Fig. 1: run 1, supply network
Pins as bars on the die edge. Tap cells in grey.
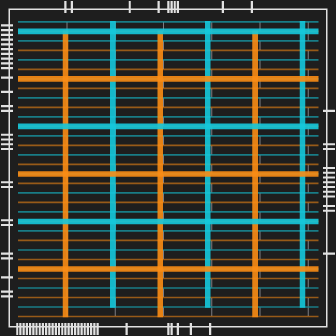
Fig. 2: run 1, placement by cell class
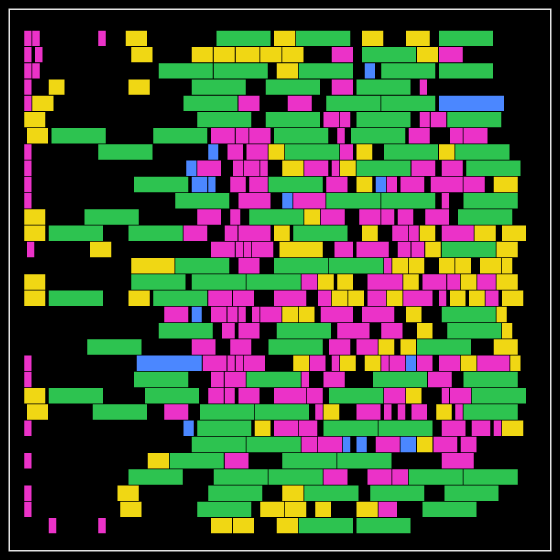
Fig. 3: run 1, clock wires, drivers and flops
The bar under the picture is 20 µm long.
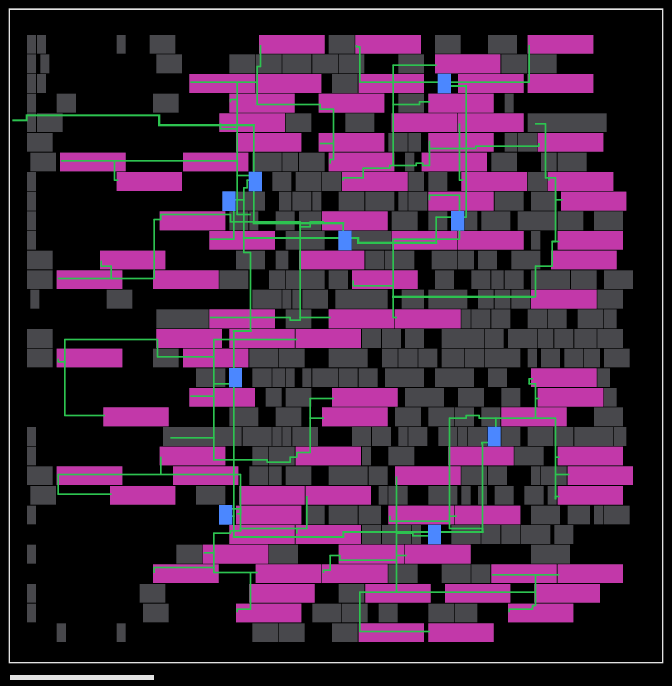
===== src/rtl/pio_edge_in.sv =====
// Avalon-MM parallel input port: per-bit synchroniser and optional debounce, followed by
// rising/falling edge capture into sticky write-1-to-clear flags with a masked level interrupt.
module pio_edge_in #(
    parameter int WIDTH       = 10,
    parameter int SYNC_STAGES = 2,
    parameter int DEB_CYCLES  = 0
) (
    input  logic             clk,
    input  logic             reset_n,
    input  logic [2:0]       address,
    input  logic             chipselect,
    input  logic             write_n,
    input  logic [31:0]      writedata,
    input  logic [WIDTH-1:0] in_port,
    output logic [31:0]      readdata,
    output logic             irq
);

    logic [WIDTH-1:0] sync_bit;
    logic [WIDTH-1:0] stable_val;

    genvar gi;
    generate
        for (gi = 0; gi < WIDTH; gi++) begin : g_bit
            logic [SYNC_STAGES-1:0] sync_reg;
            logic                   stable_bit_reg;

            always_ff @(posedge clk or negedge reset_n) begin
                if (!reset_n) begin
                    sync_reg <= '0;
                end else begin
                    sync_reg <= {sync_reg[SYNC_STAGES-2:0], in_port[gi]};
                end
            end

            assign sync_bit[gi]   = sync_reg[SYNC_STAGES-1];
            assign stable_val[gi] = stable_bit_reg;

            if (DEB_CYCLES == 0) begin : g_nodeb
                always_ff @(posedge clk or negedge reset_n) begin
                    if (!reset_n) begin
                        stable_bit_reg <= 1'b0;
                    end else begin
                        stable_bit_reg <= sync_bit[gi];
                    end
                end
            end else begin : g_deb
                localparam logic [16:0] DEB_LAST = 17'(DEB_CYCLES);
                logic [15:0] cnt_reg;

                // Counter tracks consecutive cycles of disagreement; any agreement restarts it.
                always_ff @(posedge clk or negedge reset_n) begin
                    if (!reset_n) begin
                        cnt_reg        <= '0;
                        stable_bit_reg <= 1'b0;
                    end else if (sync_bit[gi] == stable_bit_reg) begin
                        cnt_reg <= '0;
                    end else if (({1'b0, cnt_reg} + 17'd1) == DEB_LAST) begin
                        cnt_reg        <= '0;
                        stable_bit_reg <= sync_bit[gi];
                    end else begin
                        cnt_reg <= cnt_reg + 16'd1;
                    end
                end
            end
        end
    endgenerate

    logic [WIDTH-1:0] prev_reg;
    logic [WIDTH-1:0] rise_en_reg, rise_en_next;
    logic [WIDTH-1:0] fall_en_reg, fall_en_next;
    logic [WIDTH-1:0] mask_reg, mask_next;
    logic [WIDTH-1:0] cap_reg, cap_next;
    logic [31:0]      readdata_reg, readdata_next;
    logic             wr_en;
    logic [WIDTH-1:0] wdata;
    logic [WIDTH-1:0] edge_set;
    logic [WIDTH-1:0] cap_clr;

    wire unused_wdata = &{1'b0, writedata};

    assign wr_en = chipselect && !write_n;
    assign wdata = writedata[WIDTH-1:0];

    // prev_reg resets alongside stable, so no edge can appear in the first cycle after reset.
    assign edge_set = (stable_val & ~prev_reg & rise_en_reg)
                    | (~stable_val & prev_reg & fall_en_reg);

    always_comb begin
        rise_en_next = rise_en_reg;
        fall_en_next = fall_en_reg;
        mask_next    = mask_reg;
        cap_clr      = '0;
        if (wr_en) begin
            case (address)
                3'd1:    rise_en_next = wdata;
                3'd2:    mask_next    = wdata;
                3'd3:    cap_clr      = wdata;
                3'd4:    fall_en_next = wdata;
                default: ;
            endcase
        end
        // Set takes priority over a simultaneous write-1-to-clear.
        cap_next = (cap_reg & ~cap_clr) | edge_set;
    end

    always_comb begin
        readdata_next = '0;
        case (address)
            3'd0:    readdata_next[WIDTH-1:0] = stable_val;
            3'd1:    readdata_next[WIDTH-1:0] = rise_en_reg;
            3'd2:    readdata_next[WIDTH-1:0] = mask_reg;
            3'd3:    readdata_next[WIDTH-1:0] = cap_reg;
            3'd4:    readdata_next[WIDTH-1:0] = fall_en_reg;
            default: readdata_next = '0;
        endcase
    end

    always_ff @(posedge clk or negedge reset_n) begin
        if (!reset_n) begin
            prev_reg     <= '0;
            rise_en_reg  <= '0;
            fall_en_reg  <= '0;
            mask_reg     <= '0;
            cap_reg      <= '0;
            readdata_reg <= '0;
        end else begin
            prev_reg     <= stable_val;
            rise_en_reg  <= rise_en_next;
            fall_en_reg  <= fall_en_next;
            mask_reg     <= mask_next;
            cap_reg      <= cap_next;
            readdata_reg <= readdata_next;
        end
    end

    assign readdata = readdata_reg;
    assign irq      = |(cap_reg & mask_reg);

endmodule


===== config.mk =====
export PLATFORM = sky130hd
export DESIGN_NAME = pio_edge_in
export DESIGN_NICKNAME = d
export VERILOG_FILES = /design/src/rtl/pio_edge_in.sv
export SDC_FILE = /design/constraint.sdc
export NUM_CORES = 1
export LEC_CHECK = 0
export CORE_MARGIN = 2
export CORE_UTILIZATION = 49
export CTS_BUF_LIST = sky130_fd_sc_hd__clkbuf_2
export DETAILED_ROUTE_END_ITERATION = 10
export MAX_ROUTING_LAYER = met4
export PLACE_DENSITY = 0.89
export SKIP_CTS_REPAIR_TIMING = 1
export SLEW_MARGIN = 10
export SYNTH_ARGS = -nofsm -noshare
export SYNTH_HDL_FRONTEND = slang
export SYNTH_SLANG_ARGS = --single-unit

===== constraint.sdc =====
create_clock -name clk -period 1.5 [get_ports clk]
set_clock_uncertainty 0.15 [all_clocks]
set_input_delay 0.225 -clock clk [delete_from_list [all_inputs] [get_ports clk]]
set_output_delay 0.225 -clock clk [all_outputs]
set_load 0.02 [all_outputs]

==> flow_summary_export.csv, run 1 <==
group,metric,value,unit
clock_tree,root_buffer,"clkbuf_2",
critical_path,reg2reg_depth,2,
routing,wl,7.36,mm
critical_path,cp.depth,4,
grt,grt_use_total,19.0,%
pwr,powerDensity,1130,nW/µm²
placed_design,placed_cells,423,
clock_tree,cts.htree.levels,3,
cells_and_area,fin_nets,399,
logic_synthesis,yosys_cells,259,
cells_and_area,largest_cell_class,"flip-flops and latches",
critical_path,crit_path_end_kind,"output port",
critical_path,max_stage_delay,450,ps
grt,antenna_found_initial,0,
cells_and_area,comb_area_share,27.1,%
cells_and_area,fillers,547,
clock_tree,clock_sinks,90,
grt,use_met2,29.9,%
routing,route.detailed.drc,0,
logic_synthesis,async_reset_ff_share,100,%
outcome,status,"finished with violations",
sta,setup_tns,-2090,ps
worst_hold_path,hold_class,"in2async",
cells_and_area,final-nonclk-buf-share,17.6,%
grt,met3_usage,4.42,%
cells_and_area,fin_cells,453,
logic_synthesis,netlist_area,3660,µm²
routing,vias,2326,
cells_and_area,drive_above_1_share,31.6,%
clock_tree,path_clk_slew,220,ps
outcome,violations,"negative setup slack",
clock_tree,cts_buffer_depth,2,
sta,finalClockPeriodUsage,139,%
sta,holdWs,52.3,ps
grt,busiest_layer,"met2",
critical_path,critPathKind,"reg2out",
critical_path,worst-endpoint-arrival,1700,ps
sta,setup_viol,31,
cells_and_area,n_all_inverters,11,
critical_path,critPathMaxFanout,3,
critical_path,r2r_end,"readdata[7]",
logic_synthesis,edf_count,0,
floorplan,rows,31,
cells_and_area,final_common_cell,"dfrtp_1",
cells_and_area,seq_area_share,49.0,%
clock_tree,clk_latency,510,ps
sta,setup_slack,-578,ps
critical_path,critPathBufInv,1,
cells_and_area,nClkBuffers,9,
sta,hold_violations,0,
floorplan,num_io_pins,82,
grt,grt_max_degree,32,
routing,drt_iter0_drc,113,
critical_path,reg2reg_slack,170,ps
sta,max-slew-margin-rel,47.2,%
sta,tightest_slew,790,ps
logic_synthesis,yosysWarnings,0,
sta,drv_slew,0,
logic_synthesis,ys.flops,90,
pwr,leakage,0.00217,µW
cells_and_area,n_all_buffers,90,
flow_run,warning_count,50,
routing,viasPerCell,5.13,
cells_and_area,clk_share,2.77,%
floorplan,fp-utilization,50.5,%
placed_design,dp_slack,-630,ps
grt,grt_use_met1,24.5,%
cells_and_area,logic_gates,148,
cells_and_area,area_growth,25.7,%
critical_path,rr_startpoint,"g_bit[7].stable_bit_reg",
placed_design,port_buffers,37,
-- Fig. 1 (at the start) --
colour	net
cyan	VDD
orange	VSS
met4 straps	6
met1 rails	32
Die H: 90.4 µm
peak supply drop: 0.394 mV
core area: 7250 µm²

-- Fig. 2 (at the start) --
colour	class	cells
blue	clock drivers and dummy loads	15
green	registers	90
magenta	remaining logic cells	159
yellow	remaining buffers and delay cells	90

-- Fig. 3 (at the start) --
[blue] clock-net drivers | count: 9
[magenta] flip-flops | count: 90
[green] clock wires | length: 973 µm
routed clock nets	10

## run 1: where the power goes
part,switching (µW),internal [µW],leakage [µW]
clock network,773,530,0.0000691
registers,180,2710,0.00105
logic,417,579,0.00105
total,1370,3820,0.00217
## run 1: cells by family (layout without fill, tap and decap cells)
group | after synthesis | after routing | synth area share, %
flip-flops | 90 | 90 | 61.5
multiplexers | 49 | 49 | 15.8
buffers and inverters | 42 | 116 | 7.28
AND/OR/NAND/NOR | 39 | 39 | 6.94
AND-OR/OR-AND | 38 | 38 | 8.41
other | 1 | 22 | 0.102
## run 1: metal layers
metal | wire, µm | share of wire, % | vias up
met5 | 0 | 0 | -
met4 | 77 | 1.0 | 0
met3 | 443 | 6.0 | 8
met2 | 3710 | 50 | 93
met1 | 3120 | 42 | 1161
li1 | - | - | 1064
## run 1: worst max path at each step
stage | startpoint | end | slack (ps)
2_1_floorplan | address[2] | rise_en_reg[0] | -120
3_3_place_gp | address[0] | cap_reg[1] | -610
3_5_place_dp | address[0] | cap_reg[2] | -630
4_1_cts | mask_reg[1] | irq | -1120
5_1_grt | mask_reg[1] | irq | -690
6_report | mask_reg[1] | irq | -580
## run 1: cells in the mapped netlist (6+ instances only)
library cell	instances	area [µm²]
dfrtp_1	90	2250
mux2_2	29	327
buf_4	23	173
a221o_1	15	150
inv_1	10	37.5
mux2_4	10	150
mux2i_1	10	100
nand3b_1	10	75.1
nor2_1	8	30.0
nor2b_1	7	43.8
o21ai_0	7	35.0
buf_2	6	30.0
## run 1: metrics by stage
step / total power [µW] / instance area, µm²
floorplan: 3490 / 3790
global placement: 3830 / 4330
detailed placement: 3880 / 4330
CTS: 5180 / 4460
global route: 5450 / 4600
finish: 5190 / 4600
Fig. 4: run 1, routing congestion map
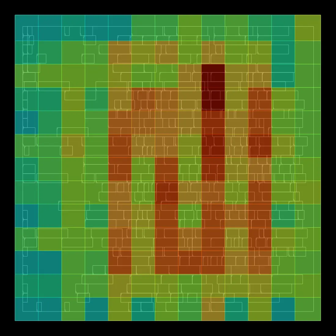

==> inputs of run 2 (changes only) <==
Settings changed: HOLD_SLACK_MARGIN from default to 0.06.
Fig. 5: run 2, routing congestion map
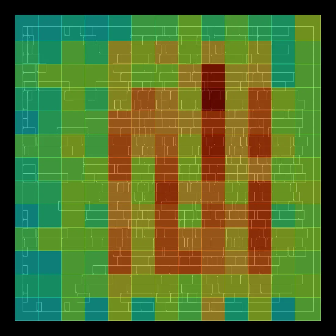
GRT met1 Usage: 24.5%
Finished Core Util: 63.3%
GR Layer Usage met2: 29.9%

Fig. 6: run 2, supply network
Pins as bars on the die edge. Tap cells in grey.
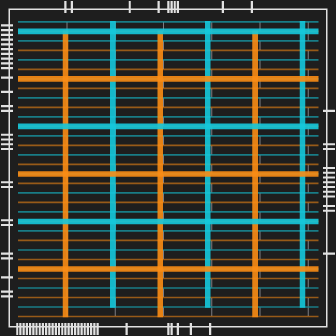
colour	net
orange	VSS
cyan	VDD
met1 rails	32
signal pins	82
rows	31
met4 straps	6
peak supply drop: 0.402 mV
die width: 90.4 µm

==> run 2 against run 1 <==
Effect of this change:
- the run still ends with negative setup slack left
- global-route usage unchanged
- clock-buffer cell count unchanged
- sequential power about the same
- critical path type unchanged
- highest routed layer unchanged
==> flow_summary_export.csv, run 2 <==
group,metric,value,unit
logic_synthesis,netlist_area,3660,µm²
clock_tree,clock_sinks,90,
pwr,p_comb_share,19.1,%
cells_and_area,fin_area,4590,µm²
logic_synthesis,top_area_cell,"dfrtp_1",
outcome,violations,"negative setup slack",
critical_path,reg2reg_depth,2,
pwr,leakage,0.00216,µW
worst_hold_path,hold_class,"reg2reg",
logic_synthesis,common_cells,"dfrtp_1 (90), mux2_2 (29), buf_4 (23)",
critical_path,crit_path_end_kind,"output port",
grt,grt_use_total,19.0,%
pwr,p_comb,991,µW
sta,drv_slew,0,
sta,setup_viol,12,
pwr,p_int,3810,µW
critical_path,critPathMaxFanout,3,
clock_tree,clk_latency,520,ps
flow_run,warning_count,50,
pwr,p_seq_share,55.7,%
outcome,status,"finished with violations",
logic_synthesis,ys.flops,90,
critical_path,critPathBufInv,1,
clock_tree,root_buffer,"clkbuf_2",
sta,hold_violations,0,
routing,viasPerCell,5.15,
floorplan,rows,31,
routing,vias,2329,
clock_tree,cts_buffer_depth,2,
placed_design,place_area,4330,µm²
logic_synthesis,yosysWarnings,0,
floorplan,fp-utilization,50.5,%
pwr,clock_power_share,25.2,%
pwr,powerDensity,1130,nW/µm²
pwr,power_leader,"sequential cells",
clock_tree,cts.htree.levels,3,
logic_synthesis,yosys_cells,259,
cells_and_area,area_growth,25.4,%
sta,setup_slack,-589,ps
grt,grt_max_degree,32,
pwr,switching_share,26.4,%
sta,finalClockPeriodUsage,139,%
cells_and_area,drive_above_1_share,31.7,%
-- run 2: cell counts after synthesis --
Identical to the previous run, type by type.
-- run 2: kinds of logic (layout without fill, tap and decap cells) --
family	after synthesis	after routing	synth area share, %
compound gates	38	38	8.41
flops	90	90	61.5
simple gates	39	39	6.94
mux	49	49	15.8
buf+inv	42	115	7.28
other cells	1	22	0.102
-- run 2: worst max-delay path by stage --
stage / from / cells past startpoint / endpoint / slack (ps)
after floorplan: address[2] / 5 / rise_en_reg[0] / -120
after global placement: address[0] / 4 / cap_reg[1] / -610
after detailed placement: address[0] / 5 / cap_reg[2] / -630
after CTS: mask_reg[1] / 4 / irq / -1120
after global routing: mask_reg[1] / 4 / irq / -690
final: mask_reg[1] / 4 / irq / -590
-- run 2: routing by layer --
metal / routed length, µm / part of all wire, % / GRT usage [%]
met4: 82 / 1.1 / 6.41
met1: 3060 / 42 / 24.5
met3: 444 / 6.1 / 4.42
met5: 0 / 0 / -
met2: 3660 / 50 / 29.9
-- run 2: metrics by stage --
step | power (µW) | utilization, % | TNS (ps) | hold slack (ps)
2_1_floorplan | 3490 | - | -2330 | -221
3_3_place_gp | 3830 | 59.7 | -25730 | 34.3
3_5_place_dp | 3880 | 59.7 | -26170 | 39.8
4_1_cts | 5180 | 61.5 | -5210 | -570
5_1_grt | 5450 | 63.3 | -813 | 214
6_report | 5190 | 63.3 | -759 | 226
-- run 2: cell type report --
cell class	instances	area [µm²]	area share [%]
Sequential cell	90	2250	49.1
Multi-Input combinational cell	148	1250	27.2
Timing Repair Buffer	89	798	17.4
Tap cell	99	124	2.70
Clock inverter	6	82.6	1.80
Clock buffer	9	45.0	0.981
Inverter	11	41.3	0.899
No activity file was given, so power comes from the tool's default toggle rates.
